<file path="config.mk">
export PLATFORM = sky130hd
export DESIGN_NAME = bus_rr_arbiter
export DESIGN_NICKNAME = d
export VERILOG_FILES = /design/src/rtl/bus_rr_arbiter.sv
export SDC_FILE = /design/constraint.sdc
export NUM_CORES = 1
export LEC_CHECK = 0
export ABC_CLOCK_PERIOD_IN_PS = 2800
export CAP_MARGIN = 20
export CORE_AREA = 10 10 207 209
export CTS_CLUSTER_DIAMETER = 150
export DETAILED_ROUTE_END_ITERATION = 10
export DIE_AREA = 0 0 217 219
export SETUP_SLACK_MARGIN = 0.15
export SLEW_MARGIN = 20
export SYNTH_ARGS = -nofsm -noshare
export SYNTH_HDL_FRONTEND = slang
export SYNTH_SLANG_ARGS = --single-unit
export TNS_END_PERCENT = 20
</file>
<file path="constraint.sdc">
create_clock -name clk -period 2.8 [get_ports clk]
set_input_delay 0.42 -clock clk [delete_from_list [all_inputs] [get_ports clk]]
set_output_delay 0.42 -clock clk [all_outputs]
set_load 0.01 [all_outputs]
</file>
<file path="src/rtl/bus_rr_arbiter.sv">
// -----------------------------------------------------------------------------
// bus_rr_arbiter
//
// Round-robin arbiter that merges NCH core bus requesters (ibus, dbus and any
// later PTW/CSR/DMA ports) onto the single downstream memory/cache port.
// Only one transaction is in flight at a time. The winning request is latched
// at grant, presented downstream from registers until down_data_ok_i, and the
// completion is steered back to the owning channel.
//
// Optional feature (compile-time macro): BUS_ARB_TIMEOUT_EN
//   Defined     : a 16-bit watchdog aborts a transaction after TMO_CYC BUSY
//                 cycles without down_data_ok_i. The owner then sees
//                 ch_data_ok_o and ch_err_o together, with ch_rdata_o = 0.
//   Not defined : no watchdog; ch_err_o is constant 0 and BUSY waits for
//                 down_data_ok_i indefinitely.
//
// Parameters
//   NCH      number of requesting channels (>= 2)
//   AW       address width
//   DW       data width (strobe width DW/8)
//   TMO_CYC  watchdog limit in cycles (used only with BUS_ARB_TIMEOUT_EN)
//
// Ports
//   clk             clock
//   reset           synchronous, active-high reset
//   ch_valid_i      per-channel request valid, held until that channel's data_ok
//   ch_addr_i       per-channel address, channel i at [i*AW +: AW]
//   ch_size_i       per-channel size code, channel i at [i*3 +: 3]
//   ch_strobe_i     per-channel write strobe (all-zero = read)
//   ch_wdata_i      per-channel write data
//   ch_rdata_o      read data broadcast to all channels
//   ch_data_ok_o    one-hot completion pulse to the owner
//   ch_err_o        one-hot error pulse, coincident with ch_data_ok_o (timeout)
//   down_valid_o    downstream request valid (high for the whole BUSY state)
//   down_addr_o     downstream address (latched)
//   down_size_o     downstream size (latched)
//   down_strobe_o   downstream strobe (latched)
//   down_wdata_o    downstream write data (latched)
//   down_rdata_i    downstream read data
//   down_data_ok_i  downstream completion, only meaningful while down_valid_o=1
//   busy_o          1 while a transaction is in flight
//   grant_id_o      index of the current owner (meaningful while busy_o=1)
// -----------------------------------------------------------------------------
module bus_rr_arbiter #(
  parameter  int NCH     = 2,
  parameter  int AW      = 64,
  parameter  int DW      = 64,
  parameter  int TMO_CYC = 256,
  localparam int SW      = DW / 8,
  localparam int GW      = $clog2(NCH)
) (
  input  logic              clk,
  input  logic              reset,
  input  logic [NCH-1:0]    ch_valid_i,
  input  logic [NCH*AW-1:0] ch_addr_i,
  input  logic [NCH*3-1:0]  ch_size_i,
  input  logic [NCH*SW-1:0] ch_strobe_i,
  input  logic [NCH*DW-1:0] ch_wdata_i,
  output logic [DW-1:0]     ch_rdata_o,
  output logic [NCH-1:0]    ch_data_ok_o,
  output logic [NCH-1:0]    ch_err_o,
  output logic              down_valid_o,
  output logic [AW-1:0]     down_addr_o,
  output logic [2:0]        down_size_o,
  output logic [SW-1:0]     down_strobe_o,
  output logic [DW-1:0]     down_wdata_o,
  input  logic [DW-1:0]     down_rdata_i,
  input  logic              down_data_ok_i,
  output logic              busy_o,
  output logic [GW-1:0]     grant_id_o
);

  typedef enum logic {
    ST_IDLE = 1'b0,
    ST_BUSY = 1'b1
  } state_e;

  state_e        state_q, state_d;
  logic [GW-1:0] rr_ptr_q, rr_ptr_d;
  logic [GW-1:0] grant_id_q, grant_id_d;
  logic [AW-1:0] addr_q, addr_d;
  logic [2:0]    size_q, size_d;
  logic [SW-1:0] strobe_q, strobe_d;
  logic [DW-1:0] wdata_q, wdata_d;

  logic          pick_vld;
  logic [GW-1:0] pick_idx;
  logic          is_busy;
  logic          tmo_hit;
  logic          finish;

  assign is_busy = (state_q == ST_BUSY);

  // ---------------------------------------------------------------------------
  // Round-robin pick: first valid channel scanning rr_ptr, rr_ptr+1, ... with
  // wrap at NCH (not at 2**GW, so non-power-of-two channel counts work).
  // ---------------------------------------------------------------------------
  always_comb begin
    int            cand;
    logic [GW-1:0] cand_idx;
    // NOTE: every variable written here gets a default before any branch, so
    // no path leaves it unassigned and no latch is inferred.
    cand     = 0;
    cand_idx = '0;
    pick_vld = 1'b0;
    pick_idx = '0;
    for (int k = 0; k < NCH; k++) begin
      cand = int'(rr_ptr_q) + k;
      if (cand >= NCH) begin
        cand = cand - NCH;
      end
      cand_idx = GW'(cand);
      if (!pick_vld && ch_valid_i[cand_idx]) begin
        pick_vld = 1'b1;
        pick_idx = cand_idx;
      end
    end
  end

  // ---------------------------------------------------------------------------
  // Optional downstream watchdog
  // ---------------------------------------------------------------------------
`ifdef BUS_ARB_TIMEOUT_EN
  logic [15:0] tmo_cnt_q, tmo_cnt_d;

  // Fires in the TMO_CYC-th BUSY cycle unless the downstream answers in it.
  assign tmo_hit = is_busy && !down_data_ok_i && (tmo_cnt_q == 16'(TMO_CYC - 1));

  always_comb begin
    tmo_cnt_d = tmo_cnt_q;
    if (!is_busy && pick_vld) begin
      tmo_cnt_d = '0;
    end else if (is_busy && !down_data_ok_i) begin
      tmo_cnt_d = tmo_cnt_q + 16'd1;
    end
  end

  always_ff @(posedge clk) begin
    if (reset) begin
      tmo_cnt_q <= '0;
    end else begin
      tmo_cnt_q <= tmo_cnt_d;
    end
  end
`else
  assign tmo_hit = 1'b0;
`endif

  // A transaction ends on the downstream answer or on a watchdog abort.
  assign finish = is_busy && (down_data_ok_i || tmo_hit);

  // ---------------------------------------------------------------------------
  // FSM: state register
  // ---------------------------------------------------------------------------
  always_ff @(posedge clk) begin
    // NOTE: sequential state uses non-blocking assignments so every register
    // samples the pre-edge values regardless of process evaluation order.
    if (reset) begin
      state_q <= ST_IDLE;
    end else begin
      state_q <= state_d;
    end
  end

  // ---------------------------------------------------------------------------
  // FSM: next-state logic. down_data_ok_i is ignored in IDLE.
  // ---------------------------------------------------------------------------
  always_comb begin
    state_d = state_q;
    unique case (state_q)
      ST_IDLE: if (pick_vld) state_d = ST_BUSY;
      ST_BUSY: if (finish)   state_d = ST_IDLE;
      default: state_d = ST_IDLE;
    endcase
  end

  // ---------------------------------------------------------------------------
  // FSM: outputs. The completion path is combinational from down_data_ok_i;
  // ch_rdata_o passes the downstream data through except on a watchdog abort.
  // ---------------------------------------------------------------------------
  always_comb begin
    busy_o       = is_busy;
    down_valid_o = is_busy;
    ch_data_ok_o = '0;
    ch_err_o     = '0;
    ch_rdata_o   = down_rdata_i;
    if (finish) begin
      ch_data_ok_o[grant_id_q] = 1'b1;
    end
    if (tmo_hit) begin
      ch_err_o[grant_id_q] = 1'b1;
      ch_rdata_o           = '0;
    end
  end

  // ---------------------------------------------------------------------------
  // Request latch and round-robin pointer
  // ---------------------------------------------------------------------------
  always_comb begin
    rr_ptr_d   = rr_ptr_q;
    grant_id_d = grant_id_q;
    addr_d     = addr_q;
    size_d     = size_q;
    strobe_d   = strobe_q;
    wdata_d    = wdata_q;
    if (!is_busy && pick_vld) begin
      grant_id_d = pick_idx;
      addr_d     = ch_addr_i[pick_idx*AW +: AW];
      size_d     = ch_size_i[pick_idx*3 +: 3];
      strobe_d   = ch_strobe_i[pick_idx*SW +: SW];
      wdata_d    = ch_wdata_i[pick_idx*DW +: DW];
    end
    // The channel after the owner gets first look next time; this bounds any
    // held request's wait to NCH transactions.
    if (finish) begin
      rr_ptr_d = (grant_id_q == GW'(NCH - 1)) ? '0 : grant_id_q + 1'b1;
    end
  end

  always_ff @(posedge clk) begin
    if (reset) begin
      rr_ptr_q   <= '0;
      grant_id_q <= '0;
      addr_q     <= '0;
      size_q     <= '0;
      strobe_q   <= '0;
      wdata_q    <= '0;
    end else begin
      rr_ptr_q   <= rr_ptr_d;
      grant_id_q <= grant_id_d;
      addr_q     <= addr_d;
      size_q     <= size_d;
      strobe_q   <= strobe_d;
      wdata_q    <= wdata_d;
    end
  end

  // Downstream request comes only from registers: no ch_* -> down_* path.
  assign down_addr_o   = addr_q;
  assign down_size_o   = size_q;
  assign down_strobe_o = strobe_q;
  assign down_wdata_o  = wdata_q;
  assign grant_id_o    = grant_id_q;

endmodule

</file>
run_1/clk_routes.png
The bar under the picture is 50 um long.
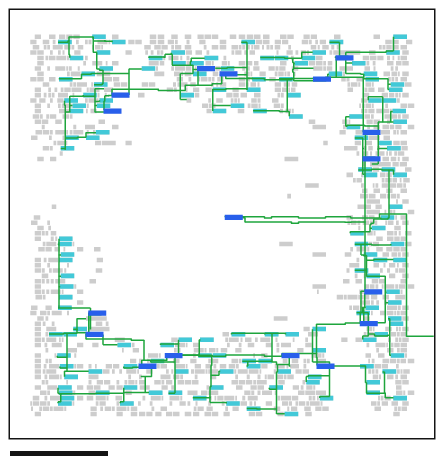
[cyan] flip-flops | count: 142
[green] clock wires | length: 2,390 um
[blue] clock drivers | count: 17
flops lie: all over the die

run_1/io_placement.png
Pins as bars across the die edge, other pins in gray.
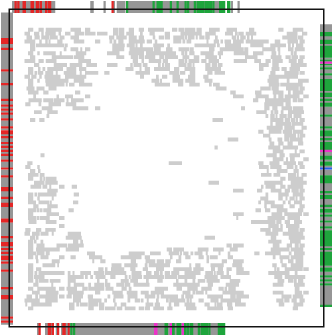
| color | port | pins | direction | edge |
|---|---|---|---|---|
| magenta | ch_size_i | 6 | input | 4 bottom, 2 right |
| red | ch_rdata_o | 64 | output | 43 left, 13 top, 8 bottom |
| green | ch_addr_i | 128 | input | 74 right, 28 top, 26 bottom |
| blue | down_valid_o | 1 | output | right |
all pins by edge: 159 left, 144 right, 133 bottom, 121 top

==> results_dict.tcl, run 1 <==
# yosys + openroad results
set metrics [dict create \
    clkTransAtPathRegs_ps 60 \
    rows 72 \
    clockBufferDepth 2 \
    status "finished clean" \
    insertion_delay_ps 450 \
    slew_viol_final 0 \
    antenna_cells 0 \
    viasPerCell 4.76 \
    finalSetupTns_ps 0 \
    r2r-start "rr_ptr_q" \
    dp_hpwl_um 28300 \
    cts_buffers 17 \
    start_kind "flop" \
    cp_max_fo 8 \
    gp_congestion 0.807 \
    htreeDepth 4 \
    hold_viol_final 0 \
    crit_end "ch_data_ok_o[0]" \
    dieArea_um2 47500 \
    netlist.area_leader.share_pct 37.5 \
    grt_setup_unrepaired "no" \
    ant_nets 0 \
    setup_viol 0 \
    fmax_ghz 0.455 \
    post-route-drc-count 0 \
    worstSetupStartpoint "busy_o" \
    crit_required_ps 2380 \
    crit_path_end_kind "primary output" \
    fin_crit_ps 2200 \
    syn_to_final_growth_pct 65.5 \
    portBuffers 426 \
    clock_sinks 142 \
    clock_skew_ps 7.26 \
    period_used_pct 78.5 \
    cap_violations 0 \
    critPathMaxStageDelay_ps 550 \
    fp_util_pct 19.6 \
]
run_1/wires.png
The bar under the picture is 50 um long.
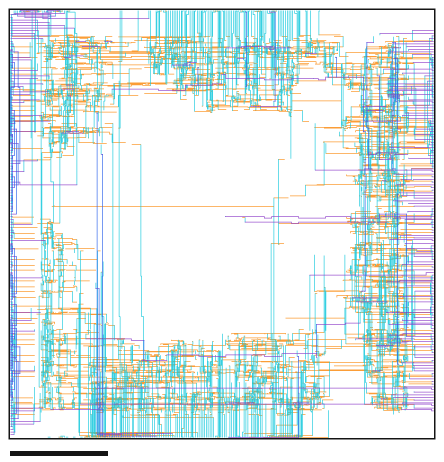
| color | layer | wire length |
|---|---|---|
| orange | metal 1 | 14,000 um |
| cyan | metal 2 | 17,900 um |
| blue | metal 4 | 1,570 um |
| purple | metal 3 | 3,730 um |

-- run 1: state kept, by name, summed over array words and instances (netlist names) --
| name | flops |
|---|---|
| down_addr_o | 64 |
| down_wdata_o | 64 |
| down_strobe_o | 8 |
| down_size_o | 3 |
| busy_o | 1 |
| grant_id_o | 1 |
| rr_ptr_q | 1 |
-- run 1: metrics by stage --
stage | area (um^2) | instances | power [mW] | setup slack [ps] | utilization [%]
after floorplan | 7580 | 889 | 3.29 | 1330 | -
after global placement | 11900 | 1686 | 4.28 | 498 | 30.8
after detailed placement | 11900 | 1686 | 4.31 | 480 | 30.8
after CTS | 12500 | 1718 | 6.89 | 549 | 32.5
after global routing | 12500 | 1718 | 7.11 | 514 | 32.5
final | 12500 | 1718 | 6.79 | 601 | 32.5
-- run 1: cell type report --
cell class | count | area, um^2 | share of cell area (%)
Clock buffer | 22 | 494 | 3.94
Clock inverter | 10 | 158 | 1.26
Inverter | 2 | 10.0 | 0.0799
Multi-Input combinational cell | 570 | 3730 | 29.8
Sequential cell | 142 | 2840 | 22.7
Tap cell | 518 | 648 | 5.17
Timing Repair Buffer | 454 | 4650 | 37.1
-- run 1: kinds of logic after synthesis --
group | Yosys count | share of synthesized area [%]
compound gates | 282 | 32.3
buf+inv | 177 | 13.4
flops | 142 | 37.5
simple gates | 286 | 16.7
other cells | 1 | 0.0495
-- run 1: power by group --
group | switching, mW | internal, mW
registers | 0.118 | 2.23
clock network | 0.941 | 1.60
logic | 0.892 | 1.01
-- run 1: worst min path at each step --
stage / from / endpoint / cells past startpoint
after global placement: down_addr_o[29] / down_addr_o[29] / 2
after detailed placement: down_addr_o[42] / down_addr_o[42] / 2
final: reset / rr_ptr_q / 2
after global routing: reset / rr_ptr_q / 2
after CTS: reset / rr_ptr_q / 2
after floorplan: rr_ptr_q / rr_ptr_q / 2
-- run 1: worst register-to-register path: cells and delay by family, from the launching register on --
kind | cells | cell delay, ps
compound gates | 2 | 660
buf+inv | 1 | 270
flops | 1 | 340
simple gates | 1 | 350
-- run 1: metal layers --
metal  GRT usage (%)  vias up  part of all wire (%)
met1            15.6     3851                    38
met4            7.39        0                   4.2
met2            24.4      418                    48
met3            6.64       93                    10
met5               0        -                     0
li1                -     3816                     -
-- run 1: cells in the final DEF (no fill, tap or decap), types with 2 or more instances in the layout --
cell type and instances:
clkdlybuf4s50_1 424, conb_1 2, clkbuf_16 17, o21ai_0 139
dfxtp_1 142, buf_12 14, buf_4 15, clkinv_2 3
bufinv_16 4, a311oi_2 80, nor2_1 141, clkinvlp_4 3
a311oi_1 59, clkbuf_8 5, nand3_1 139
-- run 1: cells in the mapped netlist, drive strengths merged --
cell / number
a211oi: 1
a21oi: 1
a311oi: 139
and2b: 1
and3b: 1
buf: 117
clkbuf: 58
conb: 1
dfxtp: 142
inv: 2
nand2: 1
nand2b: 1
nand3: 139
nor2: 141
nor2b: 1
nor3: 1
o21ai: 139
o21ba: 1
o32ai: 1
run_1/flops_by_reg.png
Other sequential cells in the stronger gray, the rest of the logic in the fainter gray.
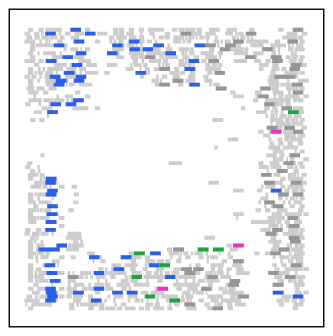

==> inputs of run 2 (changes only) <==
- ABC_CLOCK_PERIOD_IN_PS: 2800 -> 2000
- CORE_AREA: 10 10 207 209 -> 10 10 206 208
- DIE_AREA: 0 0 217 219 -> 0 0 216 218
- clock period: 2.8 -> 2 ns (I/O delays scaled with it)
run_2/flops_by_reg.png
Other sequential cells in the stronger gray, the rest of the logic in the fainter gray.
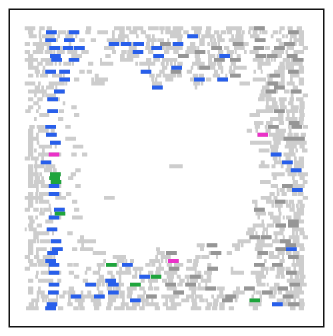
| color | netlist name | sequential cells |
|---|---|---|
| green | down_strobe_o | 8 |
| blue | down_wdata_o | 64 |
| magenta | down_size_o | 3 |
not colored: 67
utilization after layout: 33.0%
P_seq: 3.29 mW
Reg area: 2840 um^2
Seq area share: 22.5%

==> run 2 against run 1 <==
Net effect: via count decreased by 1.2%; final area up 0.80%; register-to-register slack got worse by 710 ps; die area shrank 0.92%; critical endpoint is now down_valid_o; hold slack got worse by 120 ps; synthesized cell count stayed put; power up 31%.
==> results_dict.tcl, run 2 <==
# yosys + openroad results
set metrics [dict create \
    crit_required_ps 1700 \
    gp_congestion 0.884 \
    netlist.area_leader.share_pct 37.5 \
    ys_sh_mux_pct 0 \
    final_layout_top_logic_cells "422 x clkdlybuf4s50_1, 141 x dfxtp_1, 140 x nor2_1" \
    vias 8083 \
    status "finished clean" \
    antenna_cells 0 \
    fin_crit_ps 1820 \
    ys.flop_type "dfxtp_1" \
    post-place-ws_ps 11.2 \
    start_kind "flop" \
    min_path_cells 3 \
    synthArstFlopShare_pct 0 \
    fp_util_pct 19.8 \
    root_buffer "clkbuf_16" \
    period_used_pct 90.8 \
    lay_top_count "clkdlybuf4s50_1" \
    cts_buffers 17 \
    power_mw 8.89 \
    portBuffers 426 \
    dp_hpwl_um 29500 \
    placed_area_um2 12100 \
    post-route-drc-count 0 \
    cap_violations 0 \
    clkTransAtPathRegs_ps 60 \
    edf_count 0 \
    slew_viol_final 0 \
    final_area_um2 12600 \
    syn_to_final_growth_pct 66.8 \
    dieArea_um2 47100 \
    htreeDepth 4 \
    clock_sinks 142 \
    rows 72 \
    cp_max_fo 5 \
    ys_sh_simple_pct 16.7 \
    grt_setup_unrepaired "yes" \
    fmax_ghz 0.551 \
    ys_sh_adder_pct 0 \
    ant_nets 0 \
    setup_viol 0 \
    crit_path_end_kind "primary output" \
    clockBufferDepth 2 \
    synthTopCellsByCount "142 x dfxtp_1, 141 x nor2_1, 139 x nand3_1, 139 x o21ai_0, 80 x a311oi_2" \
    most_common_cell "dfxtp_1" \
    hold_viol_final 0 \
]
run_2/clk_routes.png
The bar under the picture is 50 um long.
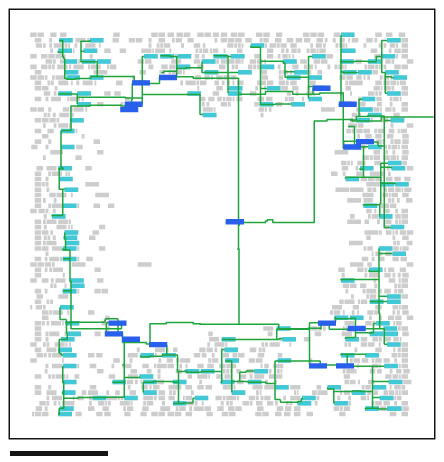
[blue] clock drivers | count: 17
[green] clock wires | length: 2,380 um
[cyan] flip-flops | count: 142
flops lie: all over the die
routed clock nets: 18
Clock power frac: 32.3%
Latency at later pin: 430 ps
Clk. pwr: 2.87 mW
worst clock skew: 8.32 ps

-- run 2: cell counts after synthesis --
No cell type changed its count.
-- run 2: timing repair --
| action | CTS | global route |
|---|---|---|
| gates cloned | 0 | 0 |
| gates resized | 2 | 2 |
| setup endpoints to repair | 5 | 5 |
| hold buffers | 0 | 0 |
-- run 2: critical path, cell delays in order, from the launching register on --
cell and delay [ps]:
dfxtp_2 360, buf_4 160, clkdlybuf4s50_1 560
-- run 2: kinds of logic after synthesis --
kind of cell / Yosys count
simple gates: 286
compound gates: 282
buf+inv: 177
flops: 142
other cells: 1
-- run 2: power breakdown --
part,switching [mW],internal [mW],leakage (nW)
logic,1.25,1.47,2.87
registers,0.166,3.12,1.18
clock network,1.25,1.62,0.243
-- run 2: final cells by class --
class	instances	area (um^2)
Clock inverter	7	42.5
Multi-Input combinational cell	570	3730
Timing Repair Buffer	481	4890
Clock buffer	22	464
Fill cell	3997	25700
Sequential cell	142	2840
Tap cell	518	648
Inverter	2	10.0
-- run 2: path summary, 6_finish.rpt --
kind                                      start               to  slack [ps]
worst min-delay path              ch_valid_i[1]  down_addr_o[32]         250
worst max-delay path                     busy_o     down_valid_o         180
worst max register to register         rr_ptr_q  down_addr_o[56]         360
worst min register to register  down_addr_o[61]  down_addr_o[61]         490
-- run 2: routing by layer --
| metal | up-vias | global-route usage (%) | share of wire (%) |
|---|---|---|---|
| met2 | 401 | 26.3 | 50 |
| met3 | 69 | 5.55 | 8.5 |
| met1 | 3745 | 16.8 | 39 |
| met4 | 0 | 5.48 | 2.6 |
| li1 | 3868 | - | - |
| met5 | - | 0 | 0 |
-- run 2: stage by stage --
| stage | hold WS (ps) | utilization (%) | cells |
|---|---|---|---|
| after CTS | 209 | 33.0 | 1742 |
| after global placement | 482 | 31.7 | 1713 |
| after global routing | 234 | 33.0 | 1742 |
| final | 249 | 33.0 | 1742 |
| after floorplan | 400 | - | 889 |
| after detailed placement | 490 | 31.7 | 1713 |
run_2/clocks.png
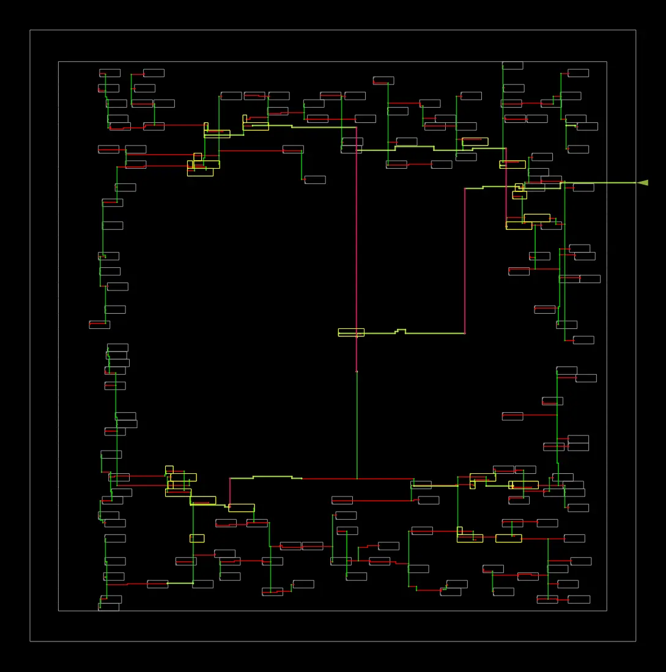

==> inputs of run 3 (changes only) <==
- CTS_CLUSTER_DIAMETER: 150 -> 30
- SETUP_SLACK_MARGIN: 0.15 -> not set
run_3/clocks.png
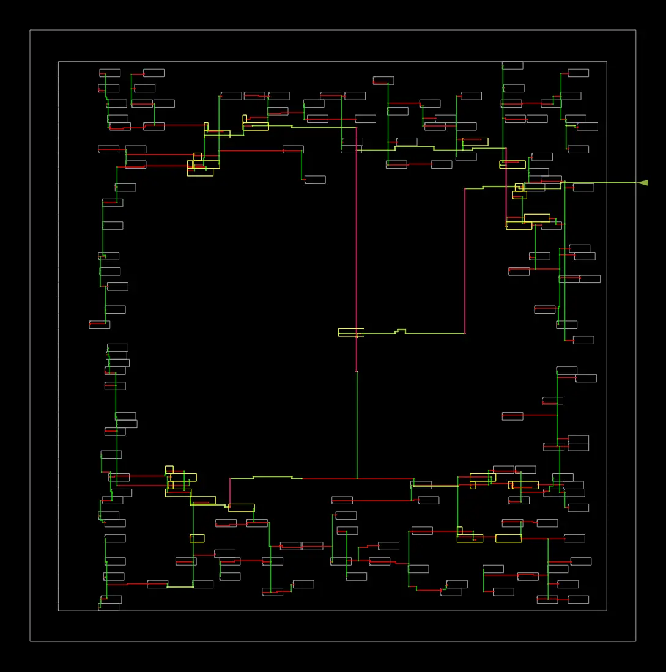
CTS Buf Count: 17
flip-flops: 142
worst clock skew: 8.77 ps
CTS Sinks: 142
layout clock buffer count: 22

run_3/clk_routes.png
The bar under the picture is 50 um long.
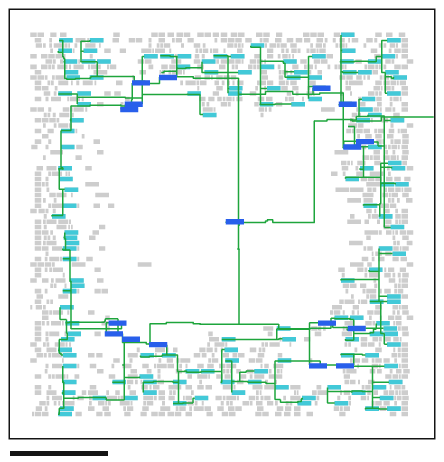
[cyan] flip-flops | count: 142
[blue] clock drivers | count: 17
[green] clock wires | length: 2,390 um
routed clock nets: 18

==> run 3 against run 2 <==
Net effect: synthesized cell count unchanged; via count increased by 0.35%; worst setup slack got worse by 93 ps; core utilization about the same; final area about the same; sequential cell count unchanged; hold slack improved by 0.54 ps; global-route usage unchanged; critical endpoint is now ch_data_ok_o[0]; largest cell class unchanged; largest power group unchanged.
==> results_dict.tcl, run 3 <==
# yosys + openroad results
set metrics [dict create \
    ys.flop_type "dfxtp_1" \
    register_area_um2 2840 \
    clkTransAtPathRegs_ps 60 \
    setup_viol 0 \
    dp_hpwl_um 29500 \
    edf_count 0 \
    insertion_delay_ps 430 \
    fin_util_pct 33.0 \
    fmax_ghz 0.524 \
    status "finished clean" \
    fillCellCount 3998 \
    syn_to_final_growth_pct 66.8 \
    slew_viol_final 0 \
    ant_nets 0 \
    most_common_cell "dfxtp_1" \
    hold_end "down_addr_o[32]" \
    cap_violations 0 \
    reg2reg_slack_ps 370 \
    power_mw 8.88 \
    period_used_pct 95.4 \
    root_buffer "clkbuf_16" \
    placed_area_um2 12100 \
    fin_crit_ps 1910 \
    vias 8111 \
    fp_util_pct 19.8 \
    gp_congestion 0.884 \
]
==> run 3: cell counts after synthesis <==
Identical to the previous run, type by type.
==> run 3: layout make-up <==
cell class	instances	share of cell area, %
repair buffers	481	38.7
inverters	2	0.0793
flip-flops and latches	142	22.5
clock buffers	22	3.68
multi-input cells	570	29.6
well taps	518	5.13
clock inverters	7	0.337
==> run 3: repair_timing <==
item / 4_1_cts / 5_1_grt
resized: 2 / 0
hold endpoints to repair: 0 / 0
setup endpoints to repair: 1 / 0
setup buffers: 0 / 0
==> run 3: worst max-delay path, stage by stage <==
cell	delay, ps
clkdlybuf4s50_1	480
buf_4	120
and3b_1	170
clkdlybuf4s50_1	540
==> run 3: metrics by stage <==
stage / TNS (ps) / hold WS [ps]
floorplan: 0 / 400
global placement: -14.1 / 482
detailed placement: 0 / 490
CTS: 0 / 209
global route: 0 / 234
finish: 0 / 250
==> run 3: kinds of logic (layout without fill, tap and decap cells) <==
group | count (synthesis) | in the layout | share of synthesized area (%)
buffers and inverters | 177 | 512 | 13.4
other | 1 | 2 | 0.0495
AND/OR/NAND/NOR | 286 | 286 | 16.7
AND-OR/OR-AND | 282 | 282 | 32.3
flip-flops | 142 | 142 | 37.5
==> run 3: routing by layer <==
metal,wire length (um),vias to the layer above,GRT usage [%]
li1,-,3869,-
met1,14800,3779,16.8
met2,18700,396,26.3
met3,3150,67,5.55
met4,970,0,5.48
met5,0,-,0
==> run 3: worst max-delay path by stage <==
stage	slack (ps)	startpoint	to
after CTS	70	down_strobe_o[6]	down_strobe_o[6]
after floorplan	640	busy_o	down_addr_o[11]
final	90	down_data_ok_i	ch_data_ok_o[0]
after detailed placement	10	down_data_ok_i	ch_data_ok_o[1]
after global routing	40	busy_o	ch_data_ok_o[0]
after global placement	-10	down_data_ok_i	ch_data_ok_o[1]
==> run 3: power breakdown <==
| part | internal (mW) | switching, mW | leakage (nW) | total [mW] |
|---|---|---|---|---|
| Sequential | 3.12 | 0.166 | 1.18 | 3.29 |
| Clock | 1.62 | 1.25 | 0.243 | 2.87 |
| Combinational | 1.47 | 1.25 | 2.86 | 2.73 |
| Total | 6.21 | 2.67 | 4.28 | 8.88 |
Power is estimated from default activity; no workload was simulated.
